Figure 1. M2 wires (run 1).
Bar = 50 um.
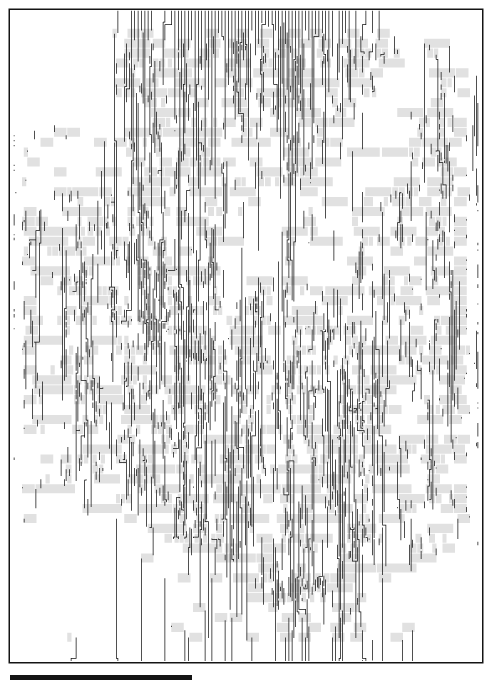
Figure 2. The metal 1 layer (run 1).
Bar = 50 um. Supply wires on this layer in grey.
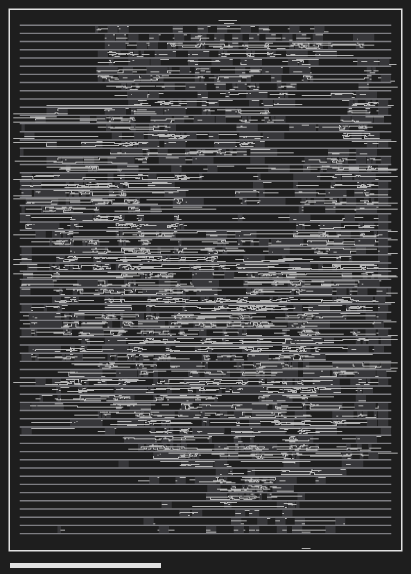
Figure 3. Cell sizes after repair (run 1).
Bar = 50 um.
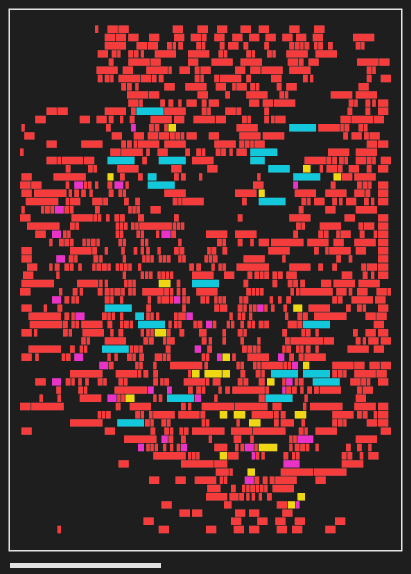
Figure 4. Close-up of the layout (run 1).
Bar = 10 um. Window x 45 to 85, y 34 to 74 um. Cells in grey, sequential cells in the stronger grey; small squares are vias.
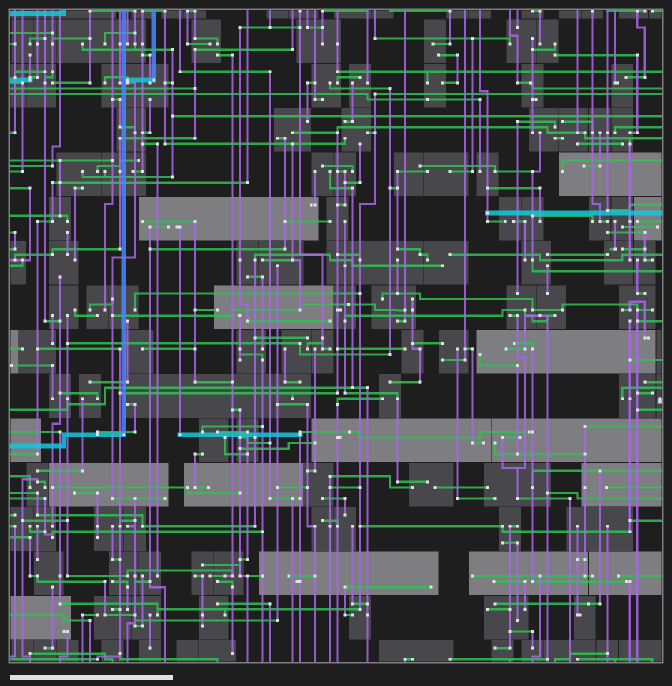
**config.mk**
```make
export PLATFORM = sky130hd
export DESIGN_NAME = fetch_ctrl
export DESIGN_NICKNAME = d
export VERILOG_FILES = /design/src/rtl/fetch_ctrl.sv
export SDC_FILE = /design/constraint.sdc
export NUM_CORES = 1
export LEC_CHECK = 0
export ABC_AREA = 1
export CAP_MARGIN = 20
export CORE_ASPECT_RATIO = 1.4
export CORE_MARGIN = 3
export CORE_UTILIZATION = 30
export DETAILED_ROUTE_END_ITERATION = 7
export MAX_ROUTING_LAYER = met4
export PLACE_DENSITY_LB_ADDON = 0.2
export SLEW_MARGIN = 20
export SYNTH_ARGS = -nofsm -noshare
export SYNTH_HDL_FRONTEND = slang
export SYNTH_SLANG_ARGS = --single-unit
export TNS_END_PERCENT = 100
```
**constraint.sdc**
```tcl
create_clock -name clk -period 3.9 [get_ports clk]
set_clock_uncertainty 0.05 [all_clocks]
set_input_delay 0.78 -clock clk [delete_from_list [all_inputs] [get_ports clk]]
set_output_delay 0.78 -clock clk [all_outputs]
set_load 0.03 [all_outputs]
```
**src/rtl/fetch_ctrl.sv**
```systemverilog
// Multicycle instruction-fetch sequencer: owns the PC, issues one imem request at a time,
// presents each fetched instruction to decode and applies execute-stage redirects.
module fetch_ctrl #(
    parameter logic [31:0] RESET_PC = 32'h0000_0000
) (
    input  logic        clk,
    input  logic        reset,
    input  logic        PCsrc,
    input  logic [31:0] PCtarget,
    input  logic        stall,
    output logic        imem_req,
    output logic [31:0] imem_addr,
    input  logic        imem_gnt,
    input  logic        imem_rvalid,
    input  logic [31:0] imem_rdata,
    output logic        instr_valid,
    output logic [31:0] instr,
    output logic [31:0] instr_pc,
    output logic [31:0] PC
);

    typedef enum logic [1:0] {
        IDLE = 2'd0,
        REQ  = 2'd1,
        WAIT = 2'd2,
        OUT  = 2'd3
    } state_t;

    state_t      state;
    state_t      state_nxt;
    logic        drop;
    logic [31:0] redir_pc;
    logic [31:0] target_aligned;

    assign target_aligned = {PCtarget[31:2], 2'b00};

    always_ff @(posedge clk) begin
        if (reset) begin
            state <= IDLE;
        end else begin
            state <= state_nxt;
        end
    end

    always_comb begin
        state_nxt = state;
        case (state)
            IDLE: state_nxt = REQ;
            REQ:  state_nxt = imem_gnt ? WAIT : REQ;
            WAIT: begin
                if (imem_rvalid) begin
                    state_nxt = (drop || PCsrc) ? REQ : OUT;
                end
            end
            OUT:  state_nxt = (PCsrc || !stall) ? REQ : OUT;
            default: state_nxt = IDLE;
        endcase
    end

    // Request and address are held stable in REQ until granted, even across redirects.
    always_comb begin
        imem_req  = (state == REQ);
        imem_addr = PC;
    end

    always_ff @(posedge clk) begin
        if (reset) begin
            PC          <= RESET_PC;
            instr_valid <= 1'b0;
            instr       <= 32'h0;
            instr_pc    <= 32'h0;
            drop        <= 1'b0;
        end else begin
            case (state)
                IDLE: begin
                    if (PCsrc) begin
                        PC <= target_aligned;
                    end
                end
                REQ: begin
                    if (PCsrc) begin
                        drop <= 1'b1;
                    end
                end
                WAIT: begin
                    if (imem_rvalid) begin
                        if (drop || PCsrc) begin
                            // Stale response: the PC jumps only now, to the newest target.
                            PC   <= PCsrc ? target_aligned : redir_pc;
                            drop <= 1'b0;
                        end else begin
                            instr       <= imem_rdata;
                            instr_pc    <= PC;
                            PC          <= PC + 32'd4;
                            instr_valid <= 1'b1;
                        end
                    end else if (PCsrc) begin
                        drop <= 1'b1;
                    end
                end
                OUT: begin
                    if (PCsrc) begin
                        instr_valid <= 1'b0;
                        PC          <= target_aligned;
                    end else if (!stall) begin
                        instr_valid <= 1'b0;
                    end
                end
                default: ;
            endcase
        end
    end

    // Pending redirect target; only meaningful while drop is set, so it needs no reset.
    always_ff @(posedge clk) begin
        if (PCsrc && (state == REQ || (state == WAIT && !imem_rvalid))) begin
            redir_pc <= target_aligned;
        end
    end

endmodule

```
==> impl_metrics.env, run 1 <==
# flow metrics
export IMPL_dp_cells=1262
export IMPL_synth_seq_cells=126
export IMPL_cp_start_kind="flop"
export IMPL_p_per_area_nw_per_um2=446
export IMPL_row_count=62
export IMPL_leakagePower_nw=3.21
export IMPL_fmax_mhz=380
export IMPL_worstPathRequired_ns=3.07
export IMPL_placed_area_um2=8320
export IMPL_wl_per_cell_um=15.3
export IMPL_path_clk_slew_ns=0.06
export IMPL_hp_start="instr_pc[9]$_SDFFE_PP0P_"
export IMPL_synth_edff_count=30
export IMPL_synthCells=875
export IMPL_ys_types=35
export IMPL_ys_cells=875
export IMPL_timing_rr_end="PC[11]$_SDFFE_PP0P_"
export IMPL_ff_type="dfxtp_1"
export IMPL_cp_end_kind="output port"
export IMPL_yosysWarningCount=0
export IMPL_gr_total_overflow=0
export IMPL_power_mw=3.97
export IMPL_firstDrtPassIters=5
export IMPL_gp_congestion=0.854
export IMPL_p_clk_frac=0.386
export IMPL_setup_violations=0
export IMPL_postCtsSetupBuffers=0
export IMPL_ir_drop_mv=0.290
export IMPL_post_cts_resize_count=0
export IMPL_worst_r2r_cell_count=11
export IMPL_min_period_ns=2.63
export IMPL_initCoreUtil=0.309
export IMPL_openroad_warnings=31
export IMPL_finalSetupTns_ns=0
export IMPL_internal_power_mw=2.68
export IMPL_final_cell_mix="191 x clkdlybuf4s50_1, 188 x nand2_1, 125 x a21oi_1"
export IMPL_fp_dieW_um=130
export IMPL_seq_power_share=0.389
export IMPL_cp_arrival_ns=1.80
export IMPL_viasPerCell=4.65
export IMPL_die_h_um=179
export IMPL_grt_pass1_vias=5396
export IMPL_worstMarginPinSlew_ns=0.795
export IMPL_drtIter0Drc=343
export IMPL_core_um2=20800
export IMPL_cp_num_buf_inv=1
export IMPL_syn_area_per_cell_um2=7.34
export IMPL_ys_area_um2=6420
export IMPL_root_buffer="clkbuf_16"
export IMPL_final_max_slew_viol_count=0
export IMPL_antenna_found_initial=0
export IMPL_crit_chain="clkdlybuf4s50_1"
export IMPL_switchingPower_mw=1.29
export IMPL_crit_path_max_fanout=8
export IMPL_status="completed"
export IMPL_report_final_hold_viol_count=0
export IMPL_ios=200
export IMPL_cts_buffers=17
export IMPL_mostFrequentLayoutCell="clkdlybuf4s50_1"
export IMPL_holdBufCountCts=0
export IMPL_cts_tree="done"
export IMPL_diodes=0
export IMPL_rsz0062_at_grt="no"
export IMPL_io_buffers=191
export IMPL_sw_frac_of_total=0.325
Notes on Figure 1 above:
main direction: vertical
nets with wire on the layer: 845
wire length on this layer: 9970 um
met2 Use GR: 0.285
vias: 6017
WL final: 19800 um

Notes on Figure 2 above:
nets with wire on the layer: 1003
longest straight run: 36.8 um
main direction: horizontal
share of all routed wire: 43%
wire length on this layer: 8490 um
GR Layer Usage met1: 0.206

Notes on Figure 3 above:
legend:
  yellow:
    size: drive 3 to 4
    cells: 24
    share: 2.3%
  red:
    size: drive 1 or less
    cells: 955
    share: 92%
  cyan:
    size: drive 6 and up
    cells: 23
    share: 2.2%
  magenta:
    size: drive 2
    cells: 36
    share: 3.5%
Layout area overhead: 38.5%
fin area: 8890 um^2
final worst slack: 1.27 ns
non-clock buffer count: 203

Notes on Figure 4 above:
legend:
  blue:
    layer: met4
  cyan:
    layer: met3
  purple:
    layer: met2
  green:
    layer: met1
netlist names of flops here include: `PC` (5), `redir_pc` (5)
sequential cells in the window: 11
cells with their middle in the window: 117
most frequent: nand2_1 (39), nand3_1 (14), a21oi_1 (12)

run 1: sequential cells by signal, indices dropped and copies added (netlist names):
signal	flops
PC	30
drop	1
instr	32
instr_pc	30
instr_valid	1
redir_pc	30
state	2
run 1: layer usage:
metal	global-route usage	part of all wire	wire length, um	up-vias
li1	-	-	-	3117
met1	0.206	0.43	8490	2709
met2	0.285	0.50	9970	171
met3	0.0393	0.053	1050	20
met4	0.0498	0.014	286	0
met5	-	0	0	-
run 1: stage by stage:
| step | worst slack, ns | util |
|---|---|---|
| final | 1.27 | 0.428 |
| after global routing | 1.07 | 0.428 |
| after detailed placement | 1.13 | 0.400 |
| after floorplan | 0.888 | - |
| after global placement | 1.15 | 0.400 |
| after CTS | 1.26 | 0.428 |
run 1: worst max path at each step:
stage	slack [ns]	to	startpoint
final	1.27	PC[29]	PC[29]$_SDFFE_PP0P_
after global routing	1.07	PC[11]$_SDFFE_PP0P_	state[1]$_SDFFE_PP0N_
after CTS	1.26	PC[29]	PC[29]$_SDFFE_PP0P_
after detailed placement	1.13	instr[1]$_SDFFE_PP0P_	PCsrc
after global placement	1.15	instr[2]$_SDFFE_PP0P_	PCsrc
after floorplan	0.89	redir_pc[10]$_DFFE_PP_	imem_rvalid
run 1: cell families after synthesis:
kind of cell	count (synthesis)	synth area share
flip-flops	126	0.440
AND/OR/NAND/NOR	297	0.196
AND-OR/OR-AND	249	0.211
adder cells (fa/ha/maj)	5	0.00974
XOR/XNOR	1	0.00136
buffers and inverters	196	0.142
other	1	0.000584
run 1: final cells by class:
class | count | area (um^2) | share of cell area
clock buffers | 21 | 493 | 0.0554
clock inverters | 11 | 76.3 | 0.00858
inverters | 119 | 448 | 0.0504
multi-input cells | 558 | 2720 | 0.306
flip-flops and latches | 126 | 2820 | 0.317
well taps | 256 | 320 | 0.0360
repair buffers | 203 | 2010 | 0.227
run 1: power groups by stage:
| stage | clock network, mW | logic (mW) | registers [mW] |
|---|---|---|---|
| 4_1_cts | 1.57 | 0.906 | 1.55 |
| 3_3_place_gp | 0 | 0.901 | 1.57 |
| 5_1_grt | 1.63 | 0.975 | 1.55 |
| 3_5_place_dp | 0 | 0.903 | 1.57 |
| 6_report | 1.53 | 0.895 | 1.54 |
| 2_1_floorplan | 0 | 0.515 | 1.62 |
run 1: synthesized netlist by cell type, types with 6 or more instances:
library cell    n  share of area
dfxtp_1        96           0.30
edfxtp_1       30           0.14
buf_2          14          0.011
o21ai_0        82          0.064
nand2_1       188           0.11
nor2_1         42          0.025
o21bai_1        6         0.0070
buf_4          36          0.042
inv_1         116          0.068
or2_2           6         0.0058
nand3_1        42          0.033
clkbuf_1       24          0.014
o21ai_1        14          0.011
a21oi_1       126          0.098
a21oi_2        12          0.016
==> run 1 -> run 2 <==
- clock period: 3.9 -> 2.5 ns (I/O delays scaled with it)
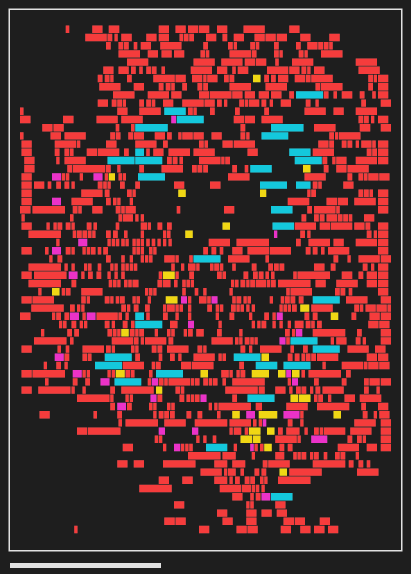
Figure 5: run 2, cell sizes after repair.
Bar = 50 um.
non-clock buffer count: 218
fin area: 9160 um^2
final worst slack: 0.178 ns
Layout area overhead: 42.6%

==> run 2 against run 1 <==
  * Sequential cell count did not move
  * Critical path type unchanged
  * Highest routed layer unchanged
  * Clock power rose by 73%
  * Via count rose by 1.2%
  * First-iteration DRC count fell by 18%
  * Critical path depth rose by 2
==> impl_metrics.env, run 2 <==
# flow metrics
export IMPL_io_buffers=191
export IMPL_report_final_hold_viol_count=0
export IMPL_synth_seq_cells=126
export IMPL_wl_met1_um=7990
export IMPL_synth_top_area_share=0.299
export IMPL_row_count=62
export IMPL_p_clk_frac=0.406
export IMPL_syn_area_per_cell_um2=7.34
export IMPL_ios=200
export IMPL_timing_rr_end="PC[11]$_SDFFE_PP0P_"
export IMPL_rsz0062_at_grt="no"
export IMPL_postCtsSetupBuffers=0
export IMPL_fp_dieW_um=130
export IMPL_internal_power_mw=4.49
export IMPL_openroad_warnings=31
export IMPL_gr_total_overflow=0
export IMPL_area_leaders="dfxtp_1 30%, edfxtp_1 14%, nand2_1 11%, a21oi_1 9.8%, inv_1 6.8%"
export IMPL_worstPathRequired_ns=1.95
export IMPL_ys_cells=875
export IMPL_leakagePower_nw=3.35
export IMPL_grt_pass1_vias=5625
export IMPL_place_ws_ns=0.207
export IMPL_common_cells="188 x nand2_1, 126 x a21oi_1, 116 x inv_1"
export IMPL_ys_area_um2=6420
export IMPL_seq_power_share=0.368
export IMPL_setup_violations=0
export IMPL_min_period_ns=2.32
export IMPL_largest_reg_flops=32
export IMPL_worst_r2r_cell_count=11
export IMPL_path_clk_slew_ns=0.06
export IMPL_initCoreUtil=0.309
export IMPL_p_per_area_nw_per_um2=709
export IMPL_cp_start_kind="flop"
export IMPL_cp_arrival_ns=1.77
export IMPL_final_cell_mix="191 x clkdlybuf4s50_1, 188 x nand2_1, 125 x a21oi_1"
export IMPL_dp_cells=1277
export IMPL_firstDrtPassIters=6
export IMPL_final_max_slew_viol_count=0
export IMPL_yosysTopAreaCell="dfxtp_1"
export IMPL_switchingPower_mw=2.00
export IMPL_ff_type="dfxtp_1"
export IMPL_cts_tree="done"
export IMPL_holdBufCountCts=0
export IMPL_root_buffer="clkbuf_16"
export IMPL_status="completed"
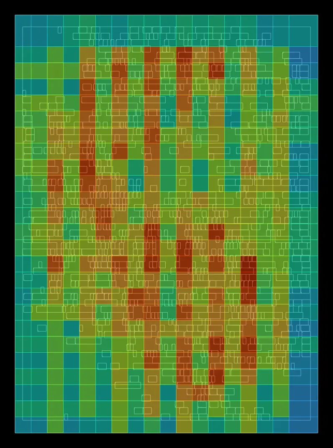
Figure 6: run 2, routing congestion.
met3 GRT Util: 0.0411
Core Util, Final: 0.441
met2 Use GR: 0.304
GR peak layer: met2

==> run 2: cell type report <==
cell class                 instances  area share
sequential                       126       0.308
inverter                         119      0.0489
clock inverter                    10      0.0130
timing repair buffer             218       0.242
tap                              256      0.0350
clock buffer                      22      0.0565
multi-input combinational        558       0.297
==> run 2: routing by layer <==
metal,track usage,vias to the layer above
li1,-,3131
met1,0.200,2778
met2,0.304,165
met3,0.0411,16
met4,0.0537,0
met5,-,-
==> run 2: cell families (layout without fill, tap and decap cells) <==
| kind of cell | count (synthesis) | after routing | share of synthesized area |
|---|---|---|---|
| adders and majority gates | 5 | 5 | 0.00974 |
| xor gates and xnor gates | 1 | 1 | 0.00136 |
| AOI/OAI and AO/OA | 249 | 249 | 0.211 |
| other | 1 | 6 | 0.000584 |
| DFF | 126 | 126 | 0.440 |
| and+or+nand+nor | 297 | 297 | 0.196 |
| buffers and inverters | 196 | 369 | 0.142 |
==> run 2: worst max path at each step <==
stage / startpoint / endpoint / slack, ns
global route: state[0]$_SDFFE_PP0N_ / PC[11]$_SDFFE_PP0P_ / 0.07
finish: state[1]$_SDFFE_PP0N_ / imem_req / 0.18
CTS: state[1]$_SDFFE_PP0N_ / imem_req / 0.15
global placement: PCsrc / PC[11]$_SDFFE_PP0P_ / 0.22
detailed placement: PCsrc / PC[11]$_SDFFE_PP0P_ / 0.21
floorplan: state[0]$_SDFFE_PP0N_ / redir_pc[10]$_DFFE_PP_ / 0.12
==> run 2: metrics by stage <==
step           instance area [um^2]  power, mW  utilization
2_1_floorplan                  6440       3.33            -
3_3_place_gp                   8520       3.91        0.410
3_5_place_dp                   8520       3.92        0.410
4_1_cts                        9160       6.60        0.441
5_1_grt                        9160       6.81        0.441
6_report                       9160       6.50        0.441
==> run 2: power groups by stage <==
stage | clock, mW | sequential (mW) | combinational, mW
after floorplan | 0 | 2.53 | 0.805
after global placement | 0 | 2.44 | 1.48
after detailed placement | 0 | 2.44 | 1.48
after CTS | 2.71 | 2.40 | 1.49
after global routing | 2.80 | 2.41 | 1.60
final | 2.64 | 2.39 | 1.47
==> run 2: critical path, stage by stage, from the launching register on <==
cell and delay (ns):
dfxtp_1 0.33, inv_1 0.10, ha_1 0.23, clkdlybuf4s50_1 0.70
==> run 2 -> run 3 <==
- SETUP_SLACK_MARGIN: default -> 0.05
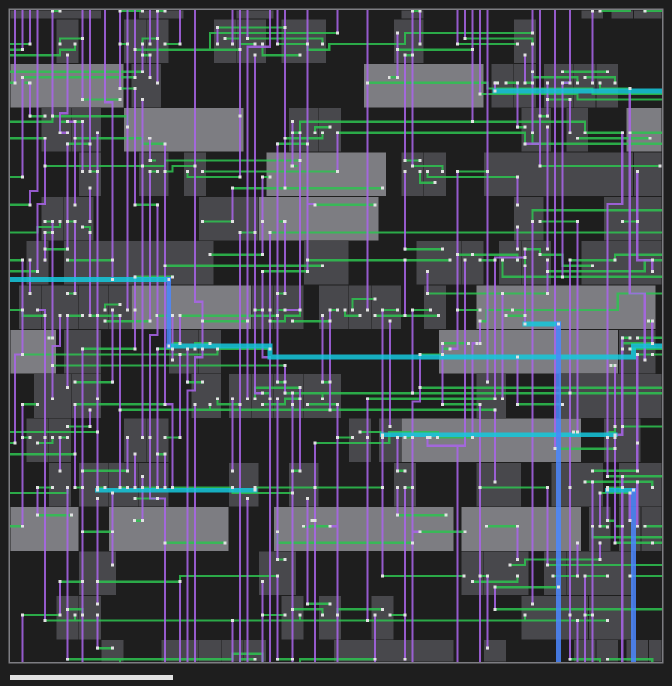
Figure 7: run 3, close-up of the layout.
Bar = 10 um. Window x 45 to 85, y 34 to 74 um. Cells in grey, sequential cells in the stronger grey; small squares are vias.
legend:
  blue:
    layer: met4
  purple:
    layer: met2
  cyan:
    layer: met3
  green:
    layer: met1
sequential cells in the window: 12
cells with their middle in the window: 116
netlist names of flops here include: `PC` (7), `redir_pc` (4)
most frequent: nand2_1 (43), a21oi_1 (15), nand3_1 (10)

==> run 3 against run 2 <==
  * Sequential cell count unchanged
  * Power unchanged
  * Area after synthesis unchanged
  * Die area unchanged
  * Sequential power about the same
  * Fmax unchanged
==> impl_metrics.env, run 3 <==
# flow metrics
export IMPL_setup_violations=0
export IMPL_root_buffer="clkbuf_16"
export IMPL_diodes=0
export IMPL_hp_start="instr[23]$_SDFFE_PP0P_"
export IMPL_clock_latency_ns=0.42
export IMPL_vias=6090
export IMPL_firstDrtPassIters=6
export IMPL_rsz0062_at_grt="no"
export IMPL_wirelength_um=19900
export IMPL_ios=200
export IMPL_ys_cells=875
export IMPL_cp_arrival_ns=1.77
export IMPL_antenna_found_initial=0
export IMPL_drive_above_1_share=0.0931
export IMPL_grt_pass1_wl_um=30700
export IMPL_grt_pass1_vias=5625
export IMPL_cp_startpoint="state[1]$_SDFFE_PP0N_"
export IMPL_synth_cell_area_um2=6420
export IMPL_drtIter0Drc=282
export IMPL_gr_total_overflow=0
export IMPL_cts_buffers=17
export IMPL_finalSetupTns_ns=0
export IMPL_die_h_um=179
export IMPL_cp_start_kind="flop"
export IMPL_synth_top_area_share=0.299
export IMPL_core_um2=20800
export IMPL_path_clk_slew_ns=0.06
export IMPL_final_max_slew_viol_count=0
export IMPL_cts_sinks=126
export IMPL_fin_util=0.441
export IMPL_cp_end_kind="output port"
export IMPL_openroad_warnings=31
export IMPL_ff_type="dfxtp_1"
export IMPL_switchingPower_mw=2.00
export IMPL_leakagePower_nw=3.35
export IMPL_ys_types=35
export IMPL_synthArstFlopShare=0
export IMPL_syn_area_per_cell_um2=7.34
export IMPL_gp_congestion=0.863
export IMPL_initCoreUtil=0.309
export IMPL_path_class="flop to output port"
export IMPL_max_cap_violations=0
export IMPL_viasPerCell=4.65
export IMPL_post_synth_top_count_cell="nand2_1"
export IMPL_synth_seq_cells=126
export IMPL_largest_reg_flops=32
export IMPL_ant_nets=0
export IMPL_cts_htree_levels=4
export IMPL_period_used=0.929
export IMPL_p_per_area_nw_per_um2=709
export IMPL_synth_edff_count=30
export IMPL_sw_frac_of_total=0.308
export IMPL_report_final_hold_viol_count=0
export IMPL_area_growth_pct=42.6
export IMPL_row_count=62
export IMPL_postCtsSetupBuffers=0
export IMPL_common_cells="188 x nand2_1, 126 x a21oi_1, 116 x inv_1"
export IMPL_cts_tree="done"
export IMPL_dp_final_hpwl_um=14900
export IMPL_min_period_ns=2.32
export IMPL_mostFrequentLayoutCell="clkdlybuf4s50_1"
export IMPL_holdBufCountCts=0
export IMPL_yosysTopAreaCell="dfxtp_1"
export IMPL_post_cts_resize_count=0
export IMPL_status="completed"
export IMPL_p_clk_frac=0.406
export IMPL_internal_power_mw=4.49
export IMPL_worstPathRequired_ns=1.95
export IMPL_synthCells=875
export IMPL_fp_dieW_um=130
export IMPL_hold_class="flop to flop"
export IMPL_io_buffers=191
export IMPL_largest_register="instr"
export IMPL_fmax_mhz=431
export IMPL_seq_power_share=0.368
export IMPL_yosysWarningCount=0
export IMPL_final_cell_mix="191 x clkdlybuf4s50_1, 188 x nand2_1, 125 x a21oi_1"
export IMPL_crit_path_max_fanout=4
export IMPL_ys_area_um2=6420
export IMPL_ir_drop_mv=0.436
export IMPL_area_leaders="dfxtp_1 30%, edfxtp_1 14%, nand2_1 11%, a21oi_1 9.8%, inv_1 6.8%"
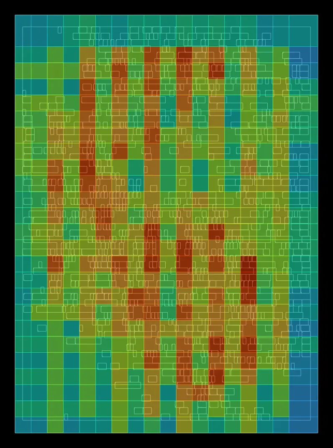
Figure 8: run 3, routing congestion.
drt wl/cell: 15.2 um
GR Layer Usage met1: 0.200

==> run 3: cell counts in the layout (fill, tap and decap cells not counted) <==
Identical to the previous run, type by type.
==> run 3: worst max-delay path, cell delays in order, from the launching register on <==
cell	delay, ns
dfxtp_1	0.33
inv_1	0.10
ha_1	0.23
clkdlybuf4s50_1	0.70
==> run 3: through the flow <==
stage / std cells / setup slack [ns] / instance area (um^2) / total power, mW / hold slack (ns)
after global routing: 1309 / 0.0674 / 9160 / 6.81 / 0.409
after floorplan: 880 / 0.122 / 6440 / 3.33 / 0.448
after CTS: 1309 / 0.147 / 9160 / 6.60 / 0.393
after detailed placement: 1277 / 0.207 / 8520 / 3.92 / 0.383
final: 1309 / 0.178 / 9160 / 6.50 / 0.389
after global placement: 1277 / 0.221 / 8520 / 3.91 / 0.379
==> run 3: final timing paths <==
path                                               end  slack (ns)  cells past startpoint
worst max-delay path                          imem_req        0.18                      3
worst min-delay path            instr[23]$_SDFFE_PP0P_        0.39                      2
worst max register to register     PC[11]$_SDFFE_PP0P_        0.27                     11
worst min register to register  instr[23]$_SDFFE_PP0P_        0.39                      2
==> run 3: kinds of logic after synthesis <==
kind of cell	after synthesis	share of synthesized area
adders and majority gates	5	0.00974
other	1	0.000584
AOI/OAI and AO/OA	249	0.211
and+or+nand+nor	297	0.196
xor gates and xnor gates	1	0.00136
DFF	126	0.440
buffers and inverters	196	0.142
==> run 3: layout make-up <==
class | count | area [um^2]
repair buffers | 218 | 2210
multi-input cells | 558 | 2720
fillers | 2093 | 11600
clock inverters | 10 | 119
clock buffers | 22 | 518
inverters | 119 | 448
flip-flops and latches | 126 | 2820
well taps | 256 | 320
==> run 3: power by group through the flow <==
stage               Sequential (mW)  Combinational, mW  Clock [mW]
floorplan                      2.53              0.805           0
global placement               2.44               1.48           0
detailed placement             2.44               1.48           0
CTS                            2.40               1.49        2.71
global route                   2.41               1.60        2.80
finish                         2.39               1.47        2.64
==> run 3: routing by layer <==
| layer | vias to the layer above | track usage | wire length, um |
|---|---|---|---|
| met5 | - | - | 0 |
| met4 | 0 | 0.0537 | 305 |
| met3 | 16 | 0.0411 | 1060 |
| met2 | 165 | 0.304 | 10500 |
| met1 | 2778 | 0.200 | 7990 |
| li1 | 3131 | - | - |
No activity file was given, so power comes from the tool's default toggle rates.
